### config.mk
export PLATFORM = sky130hd
export DESIGN_NAME = fetch_stage
export DESIGN_NICKNAME = d
export VERILOG_FILES = /design/src/rtl/fetch_stage.sv
export SDC_FILE = /design/constraint.sdc
export NUM_CORES = 1
export LEC_CHECK = 0
export CAP_MARGIN = 20
export CELL_PAD_IN_SITES_DETAIL_PLACEMENT = 1
export CELL_PAD_IN_SITES_GLOBAL_PLACEMENT = 1
export CORE_ASPECT_RATIO = 2
export CORE_MARGIN = 10
export CORE_UTILIZATION = 27
export DETAILED_ROUTE_END_ITERATION = 16
export PLACE_DENSITY = 0.76
export SYNTH_ARGS = -nofsm -noshare
export SYNTH_HDL_FRONTEND = slang
export SYNTH_SLANG_ARGS = --single-unit
### constraint.sdc
create_clock -name clkF -period 2 [get_ports clkF]
set_input_delay 0.4 -clock clkF [delete_from_list [all_inputs] [get_ports clkF]]
set_output_delay 0.4 -clock clkF [all_outputs]
set_load 0.005 [all_outputs]
### src/rtl/fetch_stage.sv
// Instruction-fetch stage: program counter, next-PC selection and the IF/ID register.
// Optional performance counters are built only when FETCH_PERF_CNT_EN is defined.
module fetch_stage #(
  parameter logic [31:0] RESET_PC  = 32'h0000_0000,
  parameter logic [31:0] NOP_INSTR = 32'h0000_0000
) (
  input  logic        clkF,
  input  logic        rstF,
  input  logic        StallF,
  input  logic        StallD,
  input  logic        PCSrcD,
  input  logic        JumpD,
  input  logic [31:0] PCBranchD,
  input  logic [31:0] PCjumpD,
  input  logic [31:0] InstrF,
  output logic [31:0] PCF,
  output logic [31:0] instrD,
  output logic [31:0] PCPlus4D,
  output logic        ValidD,
  output logic [31:0] StallCntF,
  output logic [31:0] FlushCntF
);

  logic [31:0] pc_q, pc_d;
  logic [31:0] instr_q, instr_d;
  logic [31:0] pc_plus4_q, pc_plus4_d;
  logic        valid_q, valid_d;
  logic [31:0] pc_plus4_s;
  logic [31:0] next_pc_s;
  logic        redirect_s;

  // Next-PC selection and IF/ID update; a redirect discards the wrong-path word
  always_comb begin
    pc_plus4_s = pc_q + 32'd4;
    redirect_s = PCSrcD | JumpD;
    if (JumpD) begin
      next_pc_s = PCjumpD;
    end else if (PCSrcD) begin
      next_pc_s = PCBranchD;
    end else begin
      next_pc_s = pc_plus4_s;
    end

    if (StallF) begin
      pc_d = pc_q;
    end else begin
      pc_d = next_pc_s;
    end

    if (StallD) begin
      instr_d    = instr_q;
      pc_plus4_d = pc_plus4_q;
      valid_d    = valid_q;
    end else if (redirect_s) begin
      instr_d    = NOP_INSTR;
      pc_plus4_d = 32'h0000_0000;
      valid_d    = 1'b0;
    end else begin
      instr_d    = InstrF;
      pc_plus4_d = pc_plus4_s;
      valid_d    = 1'b1;
    end
  end

  // PC and IF/ID pipeline register
  always_ff @(posedge clkF or negedge rstF) begin
    if (!rstF) begin
      pc_q       <= RESET_PC;
      instr_q    <= NOP_INSTR;
      pc_plus4_q <= 32'h0000_0000;
      valid_q    <= 1'b0;
    end else begin
      pc_q       <= pc_d;
      instr_q    <= instr_d;
      pc_plus4_q <= pc_plus4_d;
      valid_q    <= valid_d;
    end
  end

  assign PCF      = pc_q;
  assign instrD   = instr_q;
  assign PCPlus4D = pc_plus4_q;
  assign ValidD   = valid_q;

`ifdef FETCH_PERF_CNT_EN
  logic [31:0] stall_cnt_q, stall_cnt_d;
  logic [31:0] flush_cnt_q, flush_cnt_d;

  // Saturating counters: stalled fetch cycles and flushes actually applied
  always_comb begin
    if (StallF && (stall_cnt_q != 32'hFFFF_FFFF)) begin
      stall_cnt_d = stall_cnt_q + 32'd1;
    end else begin
      stall_cnt_d = stall_cnt_q;
    end
    if (redirect_s && !StallD && (flush_cnt_q != 32'hFFFF_FFFF)) begin
      flush_cnt_d = flush_cnt_q + 32'd1;
    end else begin
      flush_cnt_d = flush_cnt_q;
    end
  end

  // Counter registers, cleared only by reset
  always_ff @(posedge clkF or negedge rstF) begin
    if (!rstF) begin
      stall_cnt_q <= 32'h0000_0000;
      flush_cnt_q <= 32'h0000_0000;
    end else begin
      stall_cnt_q <= stall_cnt_d;
      flush_cnt_q <= flush_cnt_d;
    end
  end

  assign StallCntF = stall_cnt_q;
  assign FlushCntF = flush_cnt_q;
`else
  assign StallCntF = 32'h0000_0000;
  assign FlushCntF = 32'h0000_0000;
`endif

endmodule

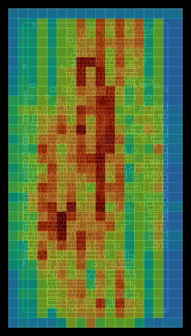
*Routing congestion, run 1*
post-detailed-route wirelength per cell: 21.8 microns
final cell utilization of the core: 40.3%

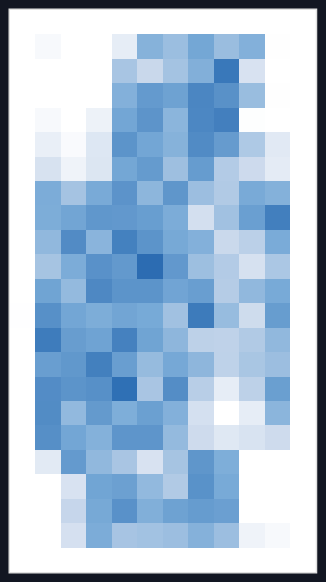
*Placement density heat map, run 1*
12 x 23 tiles, from white (low) to dark blue (high), 0 to 100% covered.
tiles over 75% full = 0.40%
mean over tiles = 29%
nearly empty tiles = 33%
emptiest ninth of the die = upper left

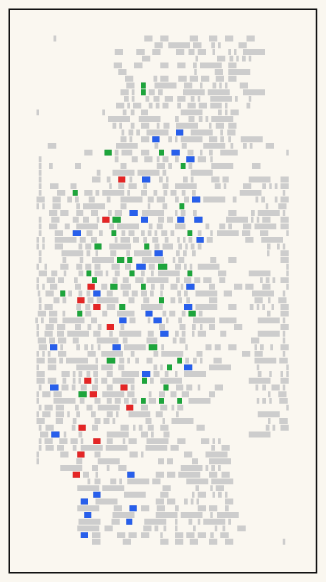
*Gate-type map, run 1*
green -> and/or cells  # cells 36, where center
red -> xor and xnor cells  # cells 14
blue -> non-inverting ao/oa cells  # cells 34

==> summary.txt, run 1 <==
impl run done, here's what came out: total number of clock tree sinks=97, busiest metal layer after global routing=met2, main combinational cell family by area after synthesis=AND-OR/OR-AND gates, OpenROAD warning count=26, distinct lib cells=65, DR vias/cell=5.10, CTS tree=done, area added between synthesis and finish=47.7%, status=finished, final reports clean, top cell type's share of synthesized area=41.6%, slowest cell on the critical path=clkdlybuf4s50_1, list of cells traversed by the critical path=buf_4, clkdlybuf4s50_1, largest net degree at the start of global routing=42, met2 routing resource usage after global routing=32.5%, area fraction in full adders, half adders and majority gates=0.215%, cell type with the highest aggregate area in the netlist=dfrtp_1, count of mapped cells out of synthesis=677, initial antenna violation count=4, logic gate share of total power=28.4%, final count of negative-setup-slack endpoints=0, mapped cell area=5830 sq um, post-route worst hold slack=0.404 ns, final worst setup slack=0.0384 ns, count of buffers inserted at the top-level ports=198, standard-cell row count=76, chip area=28200 sq um, sum of routed wire segments on met1=8940 microns, Total Neg Setup Slack=0 ns, Inserted Clock Buffers=9, synthesized-area fraction occupied by xor and xnor cells=2.10%, crit path capture type=output port, number of post-CTS setup repair buffers=0, buffers and inverters on the worst path=2, starting density of the core=27.2%, skew final=0.0108 ns, met1 track demand over resource in global routing=17.8%, number of failing hold endpoints at the final stage=0, clock latency of the later-clocked register in the worst-skew pair=0.37 ns, share of flip-flops with an asynchronous set or reset after synthesis=100%, overall global routing resource usage=18.1%, Max Cap Violations=0, Simple-Gate Area Share=19.9%, number of flops mapped to enable cells by yosys=0, compound-gate portion of the synthesized area=21.9%, part of the total power dissipated in the clock network=31.2%, mean area per synthesized cell=8.61 sq um, highest metal layer used by the detailed router=met5, number of gates resized after cts=2, RD Place Congestion=0.836, Crit path max-delay family=buffers and inverters, Worst Hold Class=primary input to flip-flop, Chip Area, Yosys=5830 sq um, Max Slew Vio Count=0, total via count in the routed design=6056, critical path fanouts, max=7, DR WL met3=1810 microns, crit start category=flip-flop, Sw Pwr=0.00178 W, via count of the first global-routing pass=6704, filler cell count in the final layout=2551, cell chosen for the clock root=clkbuf_16, leakage power of the design=3.62 nW, post-DP HPWL=20800 microns, max frequency=0.510 GHz, fin crit period=1.96 ns, first drt pass iteration count=5, horizontal die dimension=124 microns, Hold Buf Count CTS=1, Worst Path Arrival=1.56 ns, Main area contributors=dfrtp_1 42%, buf_4 8.9%, nand2_1 7.3%, o21ai_0 5.8%, nor3_1 2.6%, Final ANT Viol Nets=0, Int Power=0.00389 W, leftover overflow at the end of global routing=0, wire length on met2=13700 microns, Worst-path clk slew=0.07 ns, main flop type after synthesis=dfrtp_1, highest-count cells in the layout ignoring fill and taps=195 x clkdlybuf4s50_1, 114 x nand2_1, 97 x dfrtp_1, 78 x buf_4, 68 x o21ai_0, met3 Use GR=4.55%, DRC marker count from the first detailed-route iteration=263, unrepaired setup endpoints after global routing=false, list of most frequent post-synthesis cells=114 x nand2_1, 97 x dfrtp_1, 69 x buf_4, placeable core area=21400 sq um, total cells reported by yosys after synthesis=677, Yosys Warn Count=0, critical path start-end classification=flip-flop to output port, total power=0.00566 W
-- run 1: worst reg2reg max path, delay by kind of cell (launching register included) --
kind	cells	cell delay [ns]
compound gates	1	0.37
flops	1	0.36
simple gates	3	0.79
fa+ha+maj	1	0.27
-- run 1: final cells by class --
cell class	instances	area, sq um	area share [%]
clock inverters	5	37.5	0.436
well taps	273	342	3.97
clock buffers	11	253	2.93
flip-flops and latches	97	2430	28.2
diodes	3	7.51	0.0872
inverters	10	37.5	0.436
multi-input cells	509	2860	33.2
repair buffers	280	2650	30.8
-- run 1: through the flow --
stage	cell area, sq um	instances
finish	8610	1188
global route	8610	1188
CTS	8590	1184
detailed placement	8280	1167
global placement	8280	1167
floorplan	6070	740
-- run 1: worst paths after layout --
kind	startpoint	end	slack, ns	cells after the start
max in group asynchronous	rstF	instrD[13]$_DFFE_PN0N_	0.93	3
min in group asynchronous	rstF	instrD[8]$_DFFE_PN0N_	0.50	2
worst min-delay path	StallD	PCPlus4D[7]$_DFFE_PN0N_	0.40	3
worst min register to register	PCPlus4D[1]$_DFFE_PN0N_	PCPlus4D[1]$_DFFE_PN0N_	0.48	2
worst max register to register	PCF[3]$_DFFE_PN0N_	PCF[28]$_DFFE_PN0N_	0.11	5
worst max-delay path	PCF[21]$_DFFE_PN0N_	PCF[21]	0.04	2
-- run 1: power by group through the flow --
stage	clock network, W	registers (W)	logic [W]
2_1_floorplan	0	0.00233	0.000648
3_3_place_gp	0	0.00232	0.00158
3_5_place_dp	0	0.00233	0.00161
4_1_cts	0.00182	0.00229	0.00162
5_1_grt	0.00188	0.00231	0.00176
6_report	0.00177	0.00229	0.00161
-- run 1: registers in the layout, summed over array words and instances, names as in the netlist --
signal,flops
PCF,32
PCPlus4D,32
ValidD,1
instrD,32
==> inputs of run 2 (changes only) <==
--- a/config.mk
+++ b/config.mk
@@ -12,6 +12,7 @@
 export CORE_MARGIN = 10
 export CORE_UTILIZATION = 27
 export DETAILED_ROUTE_END_ITERATION = 16
+export GPL_TIMING_DRIVEN = 0
 export PLACE_DENSITY = 0.76
 export SYNTH_ARGS = -nofsm -noshare
 export SYNTH_HDL_FRONTEND = slang
==> run 2 against run 1 <==
Via count up 5.4%. Combinational power up 3%. Area after synthesis unchanged. Count of clock-buffer cells in the layout down 2. Wire length up 7.6%. Design area up 5.3%. Sequential share of layout area down 1.3 points. Clock power up 15%. First-iteration DRC count up 12%. Fmax up 0.38%. Sequential cell count unchanged. Total power up 6.6%.
==> summary.txt, run 2 <==
impl run done, here's what came out: number of failing hold endpoints at the final stage=0, total power=0.00604 W, worst flop-to-flop path startpoint=PCF[9]$_DFFE_PN0N_, final count of negative-setup-slack endpoints=0, critical path start-end classification=flip-flop to flip-flop, status=finished, final reports clean, post-DP HPWL=22100 microns, launch point of the worst path=PCF[9]$_DFFE_PN0N_, total via count in the routed design=6386, total cells reported by yosys after synthesis=677, total number of clock tree sinks=97, Worst-path clk slew=0.08 ns, Simple-Gate Area Share=19.9%, largest net degree at the start of global routing=51, CTS tree=done, R2R depth=5, critical path fanouts, max=9, antenna cell count=0, max frequency=0.512 GHz, highest-count cells in the layout ignoring fill and taps=195 x clkdlybuf4s50_1, 114 x nand2_1, 90 x dfrtp_1, 81 x buf_4, 67 x o21ai_0, horizontal die dimension=124 microns, via count of the first global-routing pass=6881, count of mapped cells out of synthesis=677, DRC marker count from the first detailed-route iteration=295, first drt pass iteration count=5, count of buffers inserted at the top-level ports=198, flop-to-flop setup slack=0.05 ns, Max Slew Vio Count=0, starting density of the core=27.2%, final cell utilization of the core=42.4%, list of most frequent post-synthesis cells=114 x nand2_1, 97 x dfrtp_1, 69 x buf_4, share of flip-flops with an asynchronous set or reset after synthesis=100%, synthesized-area fraction occupied by xor and xnor cells=2.10%, post-detailed-route wirelength per cell=22.5 microns, clock latency of the later-clocked register in the worst-skew pair=0.37 ns, skew final=0.00804 ns, Crit path max-delay family=simple AND/OR/NAND/NOR gates, worst reg2reg path endpoint=PCF[28]$_DFFE_PN0N_, DR vias/cell=5.16, Main area contributors=dfrtp_1 42%, buf_4 8.9%, nand2_1 7.3%, o21ai_0 5.8%, nor3_1 2.6%, mapped cell area=5830 sq um, endpoint of the most critical setup path=PCF[28]$_DFFE_PN0N_, list of cells traversed by the critical path=clkbuf_4, and4_2, nand4_1, or3_1, a311o_1, number of flops mapped to enable cells by yosys=0, initial antenna violation count=1, overall global routing resource usage=19.2%, filler cell count in the final layout=2544, final worst setup slack=0.0459 ns, cell chosen for the clock root=clkbuf_16, area fraction in full adders, half adders and majority gates=0.215%, OpenROAD warning count=26, post-placement setup slack=-1.38 ns, crit path capture type=flip-flop, flip-flop and latch area=2440 sq um, RD Place Congestion=0.925, main combinational cell family by area after synthesis=AND-OR/OR-AND gates, Chip Area, Yosys=5830 sq um, main flop type after synthesis=dfrtp_1, leftover overflow at the end of global routing=0, top cell type's share of synthesized area=41.6%, buffers and inverters on the worst path=1, placeable core area=21400 sq um, mean area per synthesized cell=8.61 sq um, Gate Area=2940 sq um, fin crit period=1.95 ns, Max Cap Violations=0, Worst Path Arrival=2.21 ns, standard-cell row count=76
run 2: metrics by stage:
| step | hold WS, ns | area [sq um] | setup TNS [ns] | cells |
|---|---|---|---|---|
| after floorplan | 0.104 | 6070 | 0 | 740 |
| after global placement | 0.460 | 8390 | -416.42 | 1211 |
| after detailed placement | 0.470 | 8410 | -80.79 | 1212 |
| after CTS | 0.0865 | 8900 | 0 | 1229 |
| after global routing | 0.113 | 9070 | -0.00704 | 1238 |
| final | 0.0668 | 9070 | 0 | 1238 |
run 2: routing by layer:
metal,GRT usage [%],wire length [microns],vias to the layer above
met5,0,7,-
met4,12.7,1660,2
met3,6.36,2560,84
met2,34.1,14700,315
met1,17.8,8950,3100
li1,-,-,2885
run 2: logic make-up (layout without fill, tap and decap cells):
family,Yosys count,after routing
buf+inv,134,359
simple gates,240,240
flops,97,97
other cells,1,64
fa+ha+maj,1,1
xor+xnor,14,14
mux,1,1
compound gates,189,189
run 2: cell type report:
| type | instances | area share (%) |
|---|---|---|
| Multi-Input combinational cell | 509 | 32.4 |
| Sequential cell | 97 | 26.9 |
| Timing Repair Buffer | 213 | 23.5 |
| Buffer | 120 | 9.37 |
| Tap cell | 273 | 3.77 |
| Clock buffer | 9 | 2.48 |
| Clock inverter | 7 | 1.20 |
| Inverter | 10 | 0.414 |
run 2: report_power, final:
| group | switching [W] | internal (W) | total (W) | leakage [nW] |
|---|---|---|---|---|
| registers | 0.000202 | 0.00213 | 0.00234 | 1.26 |
| logic | 0.000787 | 0.000874 | 0.00166 | 2.51 |
| clock network | 0.000915 | 0.00112 | 0.00204 | 0.164 |
run 2: repair_timing:
item / in CTS / in global routing
cloned: 0 / 0
gates resized: 52 / 43
setup endpoints to repair: 97 / 59
pin swaps: 2 / 3
buffers inserted: 5 / 9
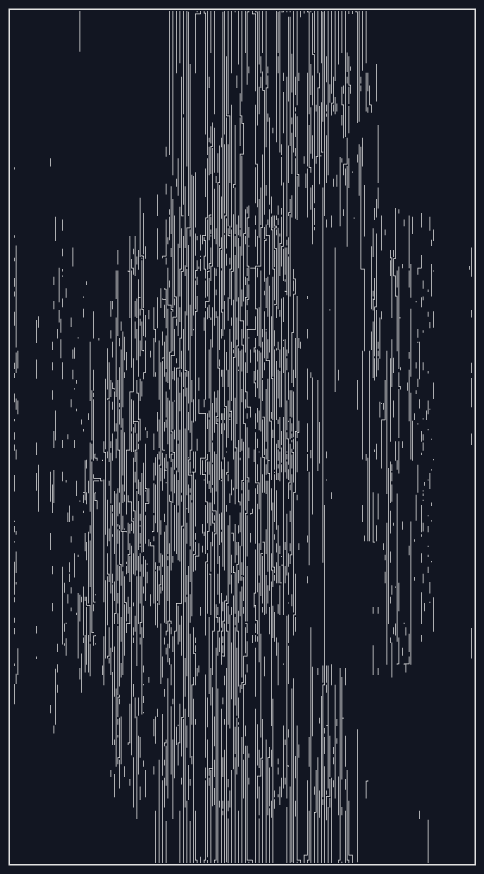
*The metal 2 layer, run 2*
main direction = vertical
share of all routed wire = 53%
nets with wire on the layer = 950
wire length on this layer = 14700 microns

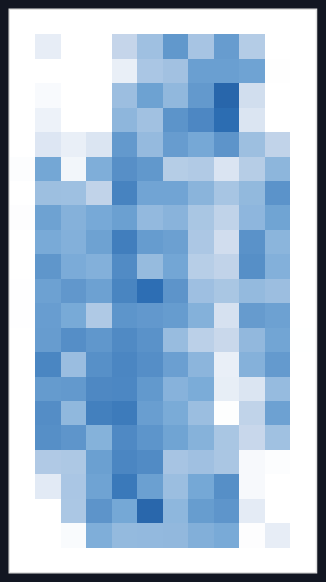
*Placement density heat map, run 2*
12 x 23 tiles, from white (low) to dark blue (high), 0 to 100% covered.
emptiest ninth of the die = upper left
mean over tiles = 31%
nearly empty tiles = 31%
tiles over 75% full = 1.1%
densest ninth of the die = center
fullest tile = 78%

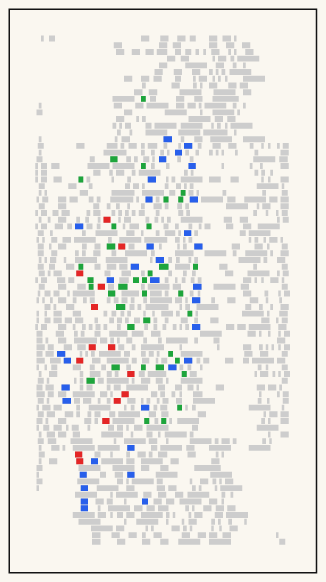
*Gate-type map, run 2*
blue -> non-inverting ao/oa cells  # cells 34
green -> and/or cells  # cells 36, where center
red -> xor and xnor cells  # cells 14

### Routing congestion, run 2

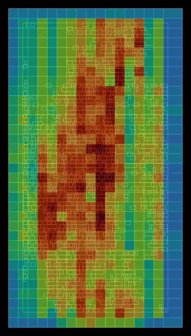

==> inputs of run 3 (changes only) <==
--- a/config.mk
+++ b/config.mk
@@ -6,11 +6,9 @@
 export NUM_CORES = 1
 export LEC_CHECK = 0
 export CAP_MARGIN = 20
-export CELL_PAD_IN_SITES_DETAIL_PLACEMENT = 1
-export CELL_PAD_IN_SITES_GLOBAL_PLACEMENT = 1
 export CORE_ASPECT_RATIO = 2
 export CORE_MARGIN = 10
-export CORE_UTILIZATION = 27
+export CORE_UTILIZATION = 38
 export DETAILED_ROUTE_END_ITERATION = 16
 export GPL_TIMING_DRIVEN = 0
 export PLACE_DENSITY = 0.76
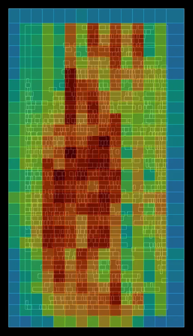
*Routing congestion, run 3*
busiest metal layer after global routing: met2
overall global routing resource usage: 22.1%

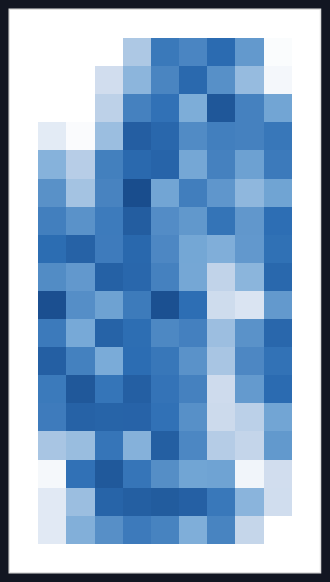
*Placement density heat map, run 3*
11 x 20 tiles, from white (low) to dark blue (high), 0 to 100% covered.
emptiest ninth of the die = upper left
nearly empty tiles = 30%
tiles over 75% full = 16%
mean over tiles = 41%

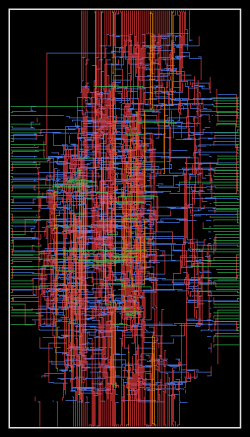
*Routed metal, one color a layer, run 3*
blue -> M1  # wire length 7950 microns
red -> M2  # wire length 12200 microns
green -> M3  # wire length 2180 microns
orange -> M4  # wire length 1720 microns

==> run 3 against run 2 <==
Sequential share of layout area increased by 0.78 points. Largest power group unchanged. Worst setup slack improved by 0.0078 ns. Core utilization increased by 15 points. First-iteration DRC count increased by 62%. Combinational power decreased by 4%. Critical endpoint is now PCF[26]$_DFFE_PN0N_. Sequential power about the same. Clock skew decreased by 0.00099 ns. Area after synthesis unchanged. Design area decreased by 2.9%.
==> summary.txt, run 3 <==
impl run done, here's what came out: status=finished, final reports clean, mean area per synthesized cell=8.61 sq um, sequential share of power=40.9%, standard-cell row count=64, Max Cap Violations=0, met1 track demand over resource in global routing=20.7%, leftover overflow at the end of global routing=0, placed cell count=1137, leakage power of the design=3.83 nW, sum of routed wire segments on met1=7950 microns, DR WL met3=2180 microns, max frequency=0.514 GHz, Total Neg Setup Slack=0 ns, main combinational cell family by area after synthesis=AND-OR/OR-AND gates, post-route worst hold slack=0.114 ns, met3 Use GR=7.12%, antenna cell count=0, worst flop-to-flop path startpoint=PCF[3]$_DFFE_PN0N_, Yosys Warn Count=0, final worst setup slack=0.0537 ns, chip area=21000 sq um, highest metal layer used by the detailed router=met4, horizontal die dimension=108 microns, Crit path max-delay family=simple AND/OR/NAND/NOR gates, launch point of the worst path=PCF[3]$_DFFE_PN0N_, Worst Hold Class=primary input to asynchronous set/reset pin, area fraction in full adders, half adders and majority gates=0.215%, DRC marker count from the first detailed-route iteration=477, compound-gate portion of the synthesized area=21.9%, Worst Path Arrival=2.18 ns, OpenROAD warning count=27, wire length on met2=12200 microns, clock latency of the later-clocked register in the worst-skew pair=0.36 ns, share of flip-flops with an asynchronous set or reset after synthesis=100%, number of failing hold endpoints at the final stage=0, RD Place Congestion=0.943, switching part of the total power=30.5%, placeable core area=15200 sq um, final cell utilization of the core=57.9%, final count of negative-setup-slack endpoints=0, list of most frequent post-synthesis cells=114 x nand2_1, 97 x dfrtp_1, 69 x buf_4, cell type with the highest aggregate area in the netlist=dfrtp_1, Final ANT Viol Nets=0, initial antenna violation count=0, mapped cell area=5830 sq um, final std cells w/o fill=1157, distinct lib cells=65, placed inst area=8310 sq um, area of all placed cells without fillers=8800 sq um, logic gate share of total power=27.9%, buffers and inverters on the worst path=2, Hold Buf Count CTS=0, post-DP HPWL=19000 microns, critical path start-end classification=flip-flop to flip-flop
## run 3: cell counts after synthesis
No cell type changed its count.
## run 3: final timing paths
kind / to / slack (ns) / depth (start not counted)
worst min-delay path: instrD[8]$_DFFE_PN0N_ / 0.11 / 1
worst max-delay path: PCF[26]$_DFFE_PN0N_ / 0.05 / 7
max in group asynchronous: PCPlus4D[2]$_DFFE_PN0N_ / 1.16 / 2
worst min register to register: PCPlus4D[7]$_DFFE_PN0N_ / 0.48 / 2
min in group clkF: PCPlus4D[7]$_DFFE_PN0N_ / 0.48 / 2
worst max register to register: PCF[26]$_DFFE_PN0N_ / 0.05 / 7
## run 3: logic make-up (layout without fill, tap and decap cells)
kind of cell	count (synthesis)	count (layout)
AND/OR/NAND/NOR	240	240
AND-OR/OR-AND	189	189
buffers and inverters	134	353
flip-flops	97	97
XOR/XNOR	14	14
adder cells (fa/ha/maj)	1	1
other	1	64
multiplexers	1	1
## run 3: final cells by class
class	instances	area, sq um	share of cell area (%)
well taps	198	248	2.81
clock inverters	5	56.3	0.640
flip-flops and latches	97	2430	27.6
clock buffers	11	233	2.64
inverters	10	37.5	0.426
plain buffers	120	827	9.40
repair buffers	207	2070	23.6
multi-input cells	509	2890	32.9
## run 3: power groups by stage
| stage | combinational (W) | clock, W | sequential (W) |
|---|---|---|---|
| after floorplan | 0.000648 | 0 | 0.00233 |
| after global placement | 0.00149 | 0 | 0.00235 |
| after detailed placement | 0.00151 | 0 | 0.00235 |
| after CTS | 0.00155 | 0.00180 | 0.00232 |
| after global routing | 0.00171 | 0.00186 | 0.00235 |
| final | 0.00159 | 0.00178 | 0.00233 |
## run 3: repair_timing
action / in CTS / in global routing
resized: 38 / 34
buffers inserted: 1 / 7
endpoints found under the setup margin: 96 / 81
pin swaps: 0 / 5
No activity file was given, so power comes from the tool's default toggle rates.
